==> run_1/congestion_map.png <==
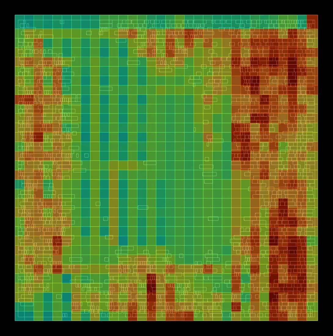
==> run_1/m1.png <==
(2 px per um) Supply wires on this layer in grey. Cells faint in the background.
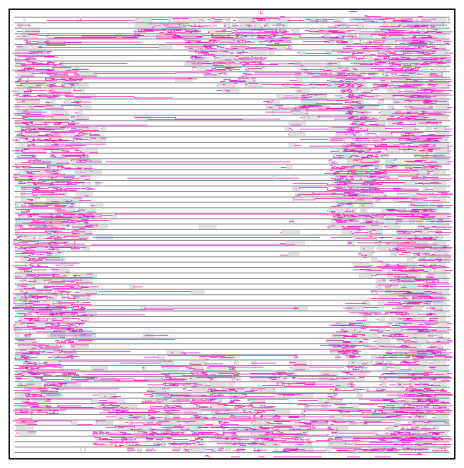
==> run_1/m4.png <==
(2 px per um) Supply wires on this layer in grey.
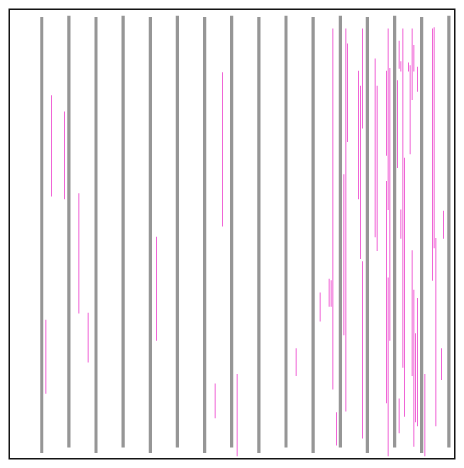
**src/rtl/dram_port_arbiter_if.sv**
```systemverilog
// Bundle of the NPU, host-loader and DRAM-side signals around the DRAM port arbiter.
// slave = arbiter side, master = requesters plus DRAM model side.
interface dram_port_arbiter_if #(
  parameter int AWIDTH    = 10,
  parameter int DWIDTH    = 80,
  parameter int LEN_WIDTH = 4
);
  logic                 npu_req;
  logic                 npu_we;
  logic [AWIDTH-1:0]    npu_addr;
  logic [DWIDTH-1:0]    npu_wdata;
  logic                 npu_gnt;
  logic [DWIDTH-1:0]    npu_rdata;
  logic                 npu_rvalid;

  logic                 host_req;
  logic                 host_we;
  logic [AWIDTH-1:0]    host_addr;
  logic [LEN_WIDTH-1:0] host_len;
  logic [DWIDTH-1:0]    host_wdata;
  logic                 host_wready;
  logic [DWIDTH-1:0]    host_rdata;
  logic                 host_rvalid;
  logic                 host_done;

  logic [AWIDTH-1:0]    dram_addr;
  logic                 dram_we;
  logic [DWIDTH-1:0]    dram_wdata;
  logic [DWIDTH-1:0]    dram_rdata;

  logic [15:0]          npu_wait_cnt;
  logic [15:0]          host_wait_cnt;

  modport slave (
    input  npu_req, npu_we, npu_addr, npu_wdata,
    output npu_gnt, npu_rdata, npu_rvalid,
    input  host_req, host_we, host_addr, host_len, host_wdata,
    output host_wready, host_rdata, host_rvalid, host_done,
    output dram_addr, dram_we, dram_wdata,
    input  dram_rdata,
    output npu_wait_cnt, host_wait_cnt
  );

  modport master (
    output npu_req, npu_we, npu_addr, npu_wdata,
    input  npu_gnt, npu_rdata, npu_rvalid,
    output host_req, host_we, host_addr, host_len, host_wdata,
    input  host_wready, host_rdata, host_rvalid, host_done,
    input  dram_addr, dram_we, dram_wdata,
    output dram_rdata,
    input  npu_wait_cnt, host_wait_cnt
  );
endinterface

```
**src/rtl/dram_port_arbiter.sv**
```systemverilog
// Single DRAM port shared by NPU single beats (priority) and non-preemptible host bursts.
// Define ARB_PERF_CNT_EN to build the saturating wait-cycle performance counters.
module dram_port_arbiter #(
  parameter int AWIDTH       = 10,
  parameter int DWIDTH       = 80,
  parameter int LEN_WIDTH    = 4,
  parameter int STARVE_LIMIT = 8
) (
  input  logic               clk,
  input  logic               reset_npu_n,
  dram_port_arbiter_if.slave bus
);
  localparam int SW = $clog2(STARVE_LIMIT + 1);

  typedef enum logic [1:0] {IDLE, NPU, HOST, DONE} state_e;

  state_e               state_q, state_d;
  logic [SW-1:0]        starve_q, starve_d;
  logic [AWIDTH-1:0]    base_q, base_d;
  logic [LEN_WIDTH-1:0] len_q, len_d;
  logic [LEN_WIDTH-1:0] beat_q, beat_d;
  logic                 we_q, we_d;
  logic                 npu_rvalid_q, npu_rvalid_d;
  logic [DWIDTH-1:0]    npu_rdata_q, npu_rdata_d;
  logic                 host_rvalid_q, host_rvalid_d;
  logic [DWIDTH-1:0]    host_rdata_q, host_rdata_d;
  logic                 starved;
  logic                 host_waiting;
  logic                 host_take;

  assign starved      = (starve_q >= SW'(STARVE_LIMIT));
  assign host_waiting = bus.host_req && ((state_q == IDLE) || (state_q == NPU));

  always_comb begin
    state_d         = state_q;
    starve_d        = starve_q;
    base_d          = base_q;
    len_d           = len_q;
    beat_d          = beat_q;
    we_d            = we_q;
    host_take       = 1'b0;
    bus.npu_gnt     = 1'b0;
    bus.host_wready = 1'b0;
    bus.host_done   = 1'b0;
    bus.dram_addr   = '0;
    bus.dram_we     = 1'b0;
    bus.dram_wdata  = '0;

    if (host_waiting && !starved) starve_d = starve_q + 1'b1;

    case (state_q)
      IDLE: begin
        if (bus.host_req && (!bus.npu_req || starved)) host_take = 1'b1;
        else if (bus.npu_req)                          state_d   = NPU;
      end
      NPU: begin
        bus.npu_gnt    = bus.npu_req;
        bus.dram_addr  = bus.npu_addr;
        bus.dram_we    = bus.npu_req && bus.npu_we;
        bus.dram_wdata = bus.npu_wdata;
        if (bus.host_req && starved) host_take = 1'b1;
        else if (!bus.npu_req)       state_d   = IDLE;
      end
      HOST: begin
        // Address arithmetic is AWIDTH wide, so bursts wrap at the top of memory.
        bus.dram_addr   = base_q + AWIDTH'(beat_q);
        bus.dram_we     = we_q;
        bus.dram_wdata  = bus.host_wdata;
        bus.host_wready = we_q;
        beat_d          = beat_q + 1'b1;
        if (beat_q == len_q) state_d = DONE;
      end
      DONE: begin
        bus.host_done = 1'b1;
        state_d       = IDLE;
      end
      default: state_d = IDLE;
    endcase

    if (host_take) begin
      state_d  = HOST;
      base_d   = bus.host_addr;
      len_d    = bus.host_len;
      we_d     = bus.host_we;
      beat_d   = '0;
      starve_d = '0;
    end
  end

  always_comb begin
    npu_rvalid_d  = (state_q == NPU) && bus.npu_req && !bus.npu_we;
    host_rvalid_d = (state_q == HOST) && !we_q;
    npu_rdata_d   = npu_rvalid_d  ? bus.dram_rdata : npu_rdata_q;
    host_rdata_d  = host_rvalid_d ? bus.dram_rdata : host_rdata_q;
  end

  always_ff @(posedge clk or negedge reset_npu_n) begin
    if (!reset_npu_n) begin
      state_q       <= IDLE;
      starve_q      <= '0;
      base_q        <= '0;
      len_q         <= '0;
      beat_q        <= '0;
      we_q          <= 1'b0;
      npu_rvalid_q  <= 1'b0;
      npu_rdata_q   <= '0;
      host_rvalid_q <= 1'b0;
      host_rdata_q  <= '0;
    end else begin
      state_q       <= state_d;
      starve_q      <= starve_d;
      base_q        <= base_d;
      len_q         <= len_d;
      beat_q        <= beat_d;
      we_q          <= we_d;
      npu_rvalid_q  <= npu_rvalid_d;
      npu_rdata_q   <= npu_rdata_d;
      host_rvalid_q <= host_rvalid_d;
      host_rdata_q  <= host_rdata_d;
    end
  end

  assign bus.npu_rvalid  = npu_rvalid_q;
  assign bus.npu_rdata   = npu_rdata_q;
  assign bus.host_rvalid = host_rvalid_q;
  assign bus.host_rdata  = host_rdata_q;

`ifdef ARB_PERF_CNT_EN
  logic [15:0] npu_wait_q, npu_wait_d;
  logic [15:0] host_wait_q, host_wait_d;

  always_comb begin
    npu_wait_d  = npu_wait_q;
    host_wait_d = host_wait_q;
    if (bus.npu_req && !bus.npu_gnt && (npu_wait_q != 16'hFFFF)) npu_wait_d = npu_wait_q + 16'd1;
    if (host_waiting && (host_wait_q != 16'hFFFF))               host_wait_d = host_wait_q + 16'd1;
  end

  always_ff @(posedge clk or negedge reset_npu_n) begin
    if (!reset_npu_n) begin
      npu_wait_q  <= '0;
      host_wait_q <= '0;
    end else begin
      npu_wait_q  <= npu_wait_d;
      host_wait_q <= host_wait_d;
    end
  end

  assign bus.npu_wait_cnt  = npu_wait_q;
  assign bus.host_wait_cnt = host_wait_q;
`else
  assign bus.npu_wait_cnt  = '0;
  assign bus.host_wait_cnt = '0;
`endif
endmodule

```
**src/flat_wrapper.sv**
```systemverilog
// flat-port wrapper written by rule: the top's interface ports become plain ports
module dram_port_arbiter_flat 
#(
  parameter int AWIDTH       = 10,
  parameter int DWIDTH       = 80,
  parameter int LEN_WIDTH    = 4,
  parameter int STARVE_LIMIT = 8
)
  (clk, reset_npu_n, bus_npu_req, bus_npu_we, bus_npu_addr, bus_npu_wdata, bus_npu_gnt, bus_npu_rdata, bus_npu_rvalid, bus_host_req, bus_host_we, bus_host_addr, bus_host_len, bus_host_wdata, bus_host_wready, bus_host_rdata, bus_host_rvalid, bus_host_done, bus_dram_addr, bus_dram_we, bus_dram_wdata, bus_dram_rdata, bus_npu_wait_cnt, bus_host_wait_cnt);
  dram_port_arbiter_if #(.AWIDTH(AWIDTH), .DWIDTH(DWIDTH), .LEN_WIDTH(LEN_WIDTH)) bus_i ();
  input  logic clk;
  input  logic reset_npu_n;
  input wire logic [$bits(bus_i.npu_req)-1:0] bus_npu_req;
  input wire logic [$bits(bus_i.npu_we)-1:0] bus_npu_we;
  input wire logic [$bits(bus_i.npu_addr)-1:0] bus_npu_addr;
  input wire logic [$bits(bus_i.npu_wdata)-1:0] bus_npu_wdata;
  output wire logic [$bits(bus_i.npu_gnt)-1:0] bus_npu_gnt;
  output wire logic [$bits(bus_i.npu_rdata)-1:0] bus_npu_rdata;
  output wire logic [$bits(bus_i.npu_rvalid)-1:0] bus_npu_rvalid;
  input wire logic [$bits(bus_i.host_req)-1:0] bus_host_req;
  input wire logic [$bits(bus_i.host_we)-1:0] bus_host_we;
  input wire logic [$bits(bus_i.host_addr)-1:0] bus_host_addr;
  input wire logic [$bits(bus_i.host_len)-1:0] bus_host_len;
  input wire logic [$bits(bus_i.host_wdata)-1:0] bus_host_wdata;
  output wire logic [$bits(bus_i.host_wready)-1:0] bus_host_wready;
  output wire logic [$bits(bus_i.host_rdata)-1:0] bus_host_rdata;
  output wire logic [$bits(bus_i.host_rvalid)-1:0] bus_host_rvalid;
  output wire logic [$bits(bus_i.host_done)-1:0] bus_host_done;
  output wire logic [$bits(bus_i.dram_addr)-1:0] bus_dram_addr;
  output wire logic [$bits(bus_i.dram_we)-1:0] bus_dram_we;
  output wire logic [$bits(bus_i.dram_wdata)-1:0] bus_dram_wdata;
  input wire logic [$bits(bus_i.dram_rdata)-1:0] bus_dram_rdata;
  output wire logic [$bits(bus_i.npu_wait_cnt)-1:0] bus_npu_wait_cnt;
  output wire logic [$bits(bus_i.host_wait_cnt)-1:0] bus_host_wait_cnt;
  assign bus_i.npu_req = bus_npu_req;
  assign bus_i.npu_we = bus_npu_we;
  assign bus_i.npu_addr = bus_npu_addr;
  assign bus_i.npu_wdata = bus_npu_wdata;
  assign bus_npu_gnt = bus_i.npu_gnt;
  assign bus_npu_rdata = bus_i.npu_rdata;
  assign bus_npu_rvalid = bus_i.npu_rvalid;
  assign bus_i.host_req = bus_host_req;
  assign bus_i.host_we = bus_host_we;
  assign bus_i.host_addr = bus_host_addr;
  assign bus_i.host_len = bus_host_len;
  assign bus_i.host_wdata = bus_host_wdata;
  assign bus_host_wready = bus_i.host_wready;
  assign bus_host_rdata = bus_i.host_rdata;
  assign bus_host_rvalid = bus_i.host_rvalid;
  assign bus_host_done = bus_i.host_done;
  assign bus_dram_addr = bus_i.dram_addr;
  assign bus_dram_we = bus_i.dram_we;
  assign bus_dram_wdata = bus_i.dram_wdata;
  assign bus_i.dram_rdata = bus_dram_rdata;
  assign bus_npu_wait_cnt = bus_i.npu_wait_cnt;
  assign bus_host_wait_cnt = bus_i.host_wait_cnt;
  dram_port_arbiter #(.AWIDTH(AWIDTH), .DWIDTH(DWIDTH), .LEN_WIDTH(LEN_WIDTH), .STARVE_LIMIT(STARVE_LIMIT)) u_core (.clk(clk), .reset_npu_n(reset_npu_n), .bus(bus_i));
endmodule
```
**config.mk**
```make
export PLATFORM = sky130hd
export DESIGN_NAME = dram_port_arbiter_flat
export DESIGN_NICKNAME = d
export VERILOG_FILES = /design/src/rtl/dram_port_arbiter_if.sv /design/src/rtl/dram_port_arbiter.sv /design/src/flat_wrapper.sv
export SDC_FILE = /design/constraint.sdc
export NUM_CORES = 1
export LEC_CHECK = 0
export CAP_MARGIN = 5
export CORE_AREA = 2 2 220 222
export DETAILED_ROUTE_END_ITERATION = 7
export DIE_AREA = 0 0 222 224
export GPL_ROUTABILITY_DRIVEN = 0
export REMOVE_ABC_BUFFERS = 1
export SETUP_SLACK_MARGIN = 0.05
export SLEW_MARGIN = 20
export SYNTH_ARGS = -nofsm -noshare
export SYNTH_HDL_FRONTEND = slang
export SYNTH_SLANG_ARGS = --single-unit
```
**constraint.sdc**
```tcl
create_clock -name clk -period 2.2 [get_ports clk]
set_input_delay 0.22 -clock clk [delete_from_list [all_inputs] [get_ports clk]]
set_output_delay 0.22 -clock clk [all_outputs]
set_load 0.1 [all_outputs]
```
==> notes.md <==
run metrics: status=finished, violations left, Buf/Inv on CP=2, utilization after layout=39.9%, DRT Wirelength=51200 um, M1 WL=17900 um, Commonest flop=dfrtp_1, CTS Buffer Depth=2, Slew @ Worst Pin=approximately 0.59 ns, Mapped Avg Cell Area=between 8 and 9 um2, area grow syn2layout=104%, GRT overflow=0, cells after synthesis=1069, Clock Skews=0.0133 ns, IO Pins=558, asr flop ratio synth=100%, hpwl dp=34500 um, DR vias=10100, Iter 0 DRT Violations=498, failing checks=setup timing, endpoints failing hold=0, top area contributor share=around half, DIE HEIGHT=224 um, register bit total from synthesis=187, fin crit share=116%, CP max stage cell=dfrtp_1, CTS root buf=clkbuf_16, H-Tree Depth=4, HP Class=input port to flop, fin nets=1941, Inserted Clock Buffers=17, met3 WL post-DR=between 4000 and 5000 um, delay-heaviest family, CP=AND-OR/OR-AND gates, vias per cell=4.38, top routing layer used=met4, largest area contributor in the netlist=dfrtp_1, Clock transition at path regs=0.08 ns, die x size=222 um, Core Util at FP=19.5%, row cnt=80, # DRC=0, crit path time final=2.56 ns, final setup violation count=89, vias in the first global route=10200, RSZ-0062 raised after global routing=true, # clock sinks=187, critical path launch point type=flop, sequential fraction of the synthesis area=50.6%, worst path cell trace=ha_2 -> inv_2 -> fa_2 -> nor2b_2 -> o21a_1 -> or3_1 -> a32o_2 -> buf_12, Max transition margin=60.3%, met2 WL=26100 um, Yosys Chip Area=0.00925 mm2, most common logic cell in the routed design=nand2_1, largest net degree at the start of global routing=81, yosys cell count=about 1100, fmax=391 MHz, Critical Path Fanout Max=4, global-route wire length before repair=67200 um, post-route ant nets=0, min setup slack post-route=-0.357 ns, Tool Warnings=33, post-synth design cell area=0.00925 mm2, CTS tree=yes, die area=0.0497 mm2, worst endpoint data arrival time=2.34 ns, IO buf count=525, most frequent logic cells in the routed design=472 x nand2_1, 268 x clkdlybuf4s50_1, 190 x buf_4, YS warnings=0, Final Max Slew Viols=0, EDFF count, synth=0, Setup CP Type=flop to primary output, Insertion Delay late pin=0.46 ns, slowest cell delay on critical path=about 0.40 ns, # Max-Cap Violations=0, top cells by area=dfrtp_1 51%, nand2_1 20%, a22oi_1 6.7%, CP required=1.98 ns, DRT Pass-1 Iters=5, wire per inst=22.2 um, initial antenna violation count=28, fraction of layout cells with a size suffix above 1=38.2%, unique cell type count in the Yosys netlist=55, hold slack=between 0.3 and 0.4 ns, core area=0.0473 mm2, Crit. End Element=primary output
About congestion_map.png:
met3 GRT Util: 6.15%
GRT Util Overall: 18.4%
GR Util met2: 32.0%

About m1.png:
longest straight run = 113 um
wire length on this layer = 17900 um
main direction = horizontal

About m4.png:
nets with wire on the layer = 47
main direction = vertical
longest straight run = 191 um
share of all routed wire = 6.0%

run 1: worst min-delay path, cell delays in order:
cell and delay [ns]:
clkdlybuf4s50_1 0.42, nand2_1 0.06, nand2_1 0.04
run 1: cells by family (layout without fill, tap and decap cells):
kind of cell | Yosys count | after routing | share of synthesized area [%]
fa+ha+maj | 13 | 13 | 1.84
other cells | 1 | 53 | 0.0405
compound gates | 120 | 120 | 9.87
buf+inv | 112 | 683 | 7.11
mux | 17 | 17 | 2.04
flops | 187 | 187 | 50.6
xor+xnor | 6 | 6 | 0.568
simple gates | 613 | 613 | 28.0
run 1: cell usage after synthesis, types with 3 or more instances:
cell	number
buf_2	24
nor3_1	4
buf_6	11
and3_1	3
buf_4	32
a22oi_1	83
dfrtp_1	187
mux2_2	15
clkbuf_1	24
nand2b_1	3
ha_1	12
inv_1	11
buf_1	8
xor2_1	4
o21a_1	3
o21ai_0	9
o211ai_1	4
nor2b_1	83
nand3_1	10
nand2_1	492
nand4_1	3
run 1: what timing repair did:
action,4_1_cts,5_1_grt
pin swaps,39,58
gates cloned,19,22
endpoints found under the hold margin,59,0
setup buffers,29,18
hold buffers,1,0
gates resized,260,68
setup endpoints to repair,92,252
run 1: through the flow:
stage	instance area [um2]	std cells	TNS [ns]	setup slack (ns)
after detailed placement	15800	2173	0	0.0300
after global placement	15800	2173	0	0.0631
final	18900	2307	-7.03	-0.357
after global routing	18900	2307	-14.16	-0.463
after CTS	18100	2254	-14.80	-0.413
after floorplan	8770	1001	-612.40	-3.07
run 1: area by class of cell:
| type | instances | area [um2] |
|---|---|---|
| Antenna cell | 21 | 52.6 |
| Clock buffer | 18 | 429 |
| Clock inverter | 14 | 138 |
| Fill cell | 4607 | 28500 |
| Inverter | 13 | 76.3 |
| Multi-Input combinational cell | 801 | 5000 |
| Sequential cell | 187 | 4680 |
| Tap cell | 615 | 769 |
| Timing Repair Buffer | 635 | 7700 |
| Timing Repair inverter | 3 | 26.3 |
run 1: worst paths after layout:
check / from / endpoint / slack [ns] / cells after the start
min reg2reg: u_core.bus.npu_rdata[34]$_DFFE_PN0P_ / u_core.bus.npu_rdata[34]$_DFFE_PN0P_ / 0.48 / 2
min: bus_dram_rdata[56] / u_core.bus.npu_rdata[56]$_DFFE_PN0P_ / 0.31 / 3
max reg2reg: u_core.state_q[1]$_DFFE_PN0P_ / u_core.bus.npu_rdata[12]$_DFFE_PN0P_ / 0.01 / 10
max: u_core.beat_q[0]$_DFFE_PN0P_ / bus_dram_addr[4] / -0.36 / 8
min in group asynchronous: reset_npu_n / u_core.bus.host_rdata[75]$_DFFE_PN0P_ / 0.33 / 2
max in group asynchronous: reset_npu_n / u_core.base_q[6]$_DFFE_PN0N_ / 1.22 / 3
run 1: per-layer routing:
metal | vias up | global-route usage [%]
met5 | - | 0
met4 | 0 | 13.2
met3 | 105 | 6.15
met2 | 521 | 32.0
met1 | 4888 | 18.5
li1 | 4595 | -
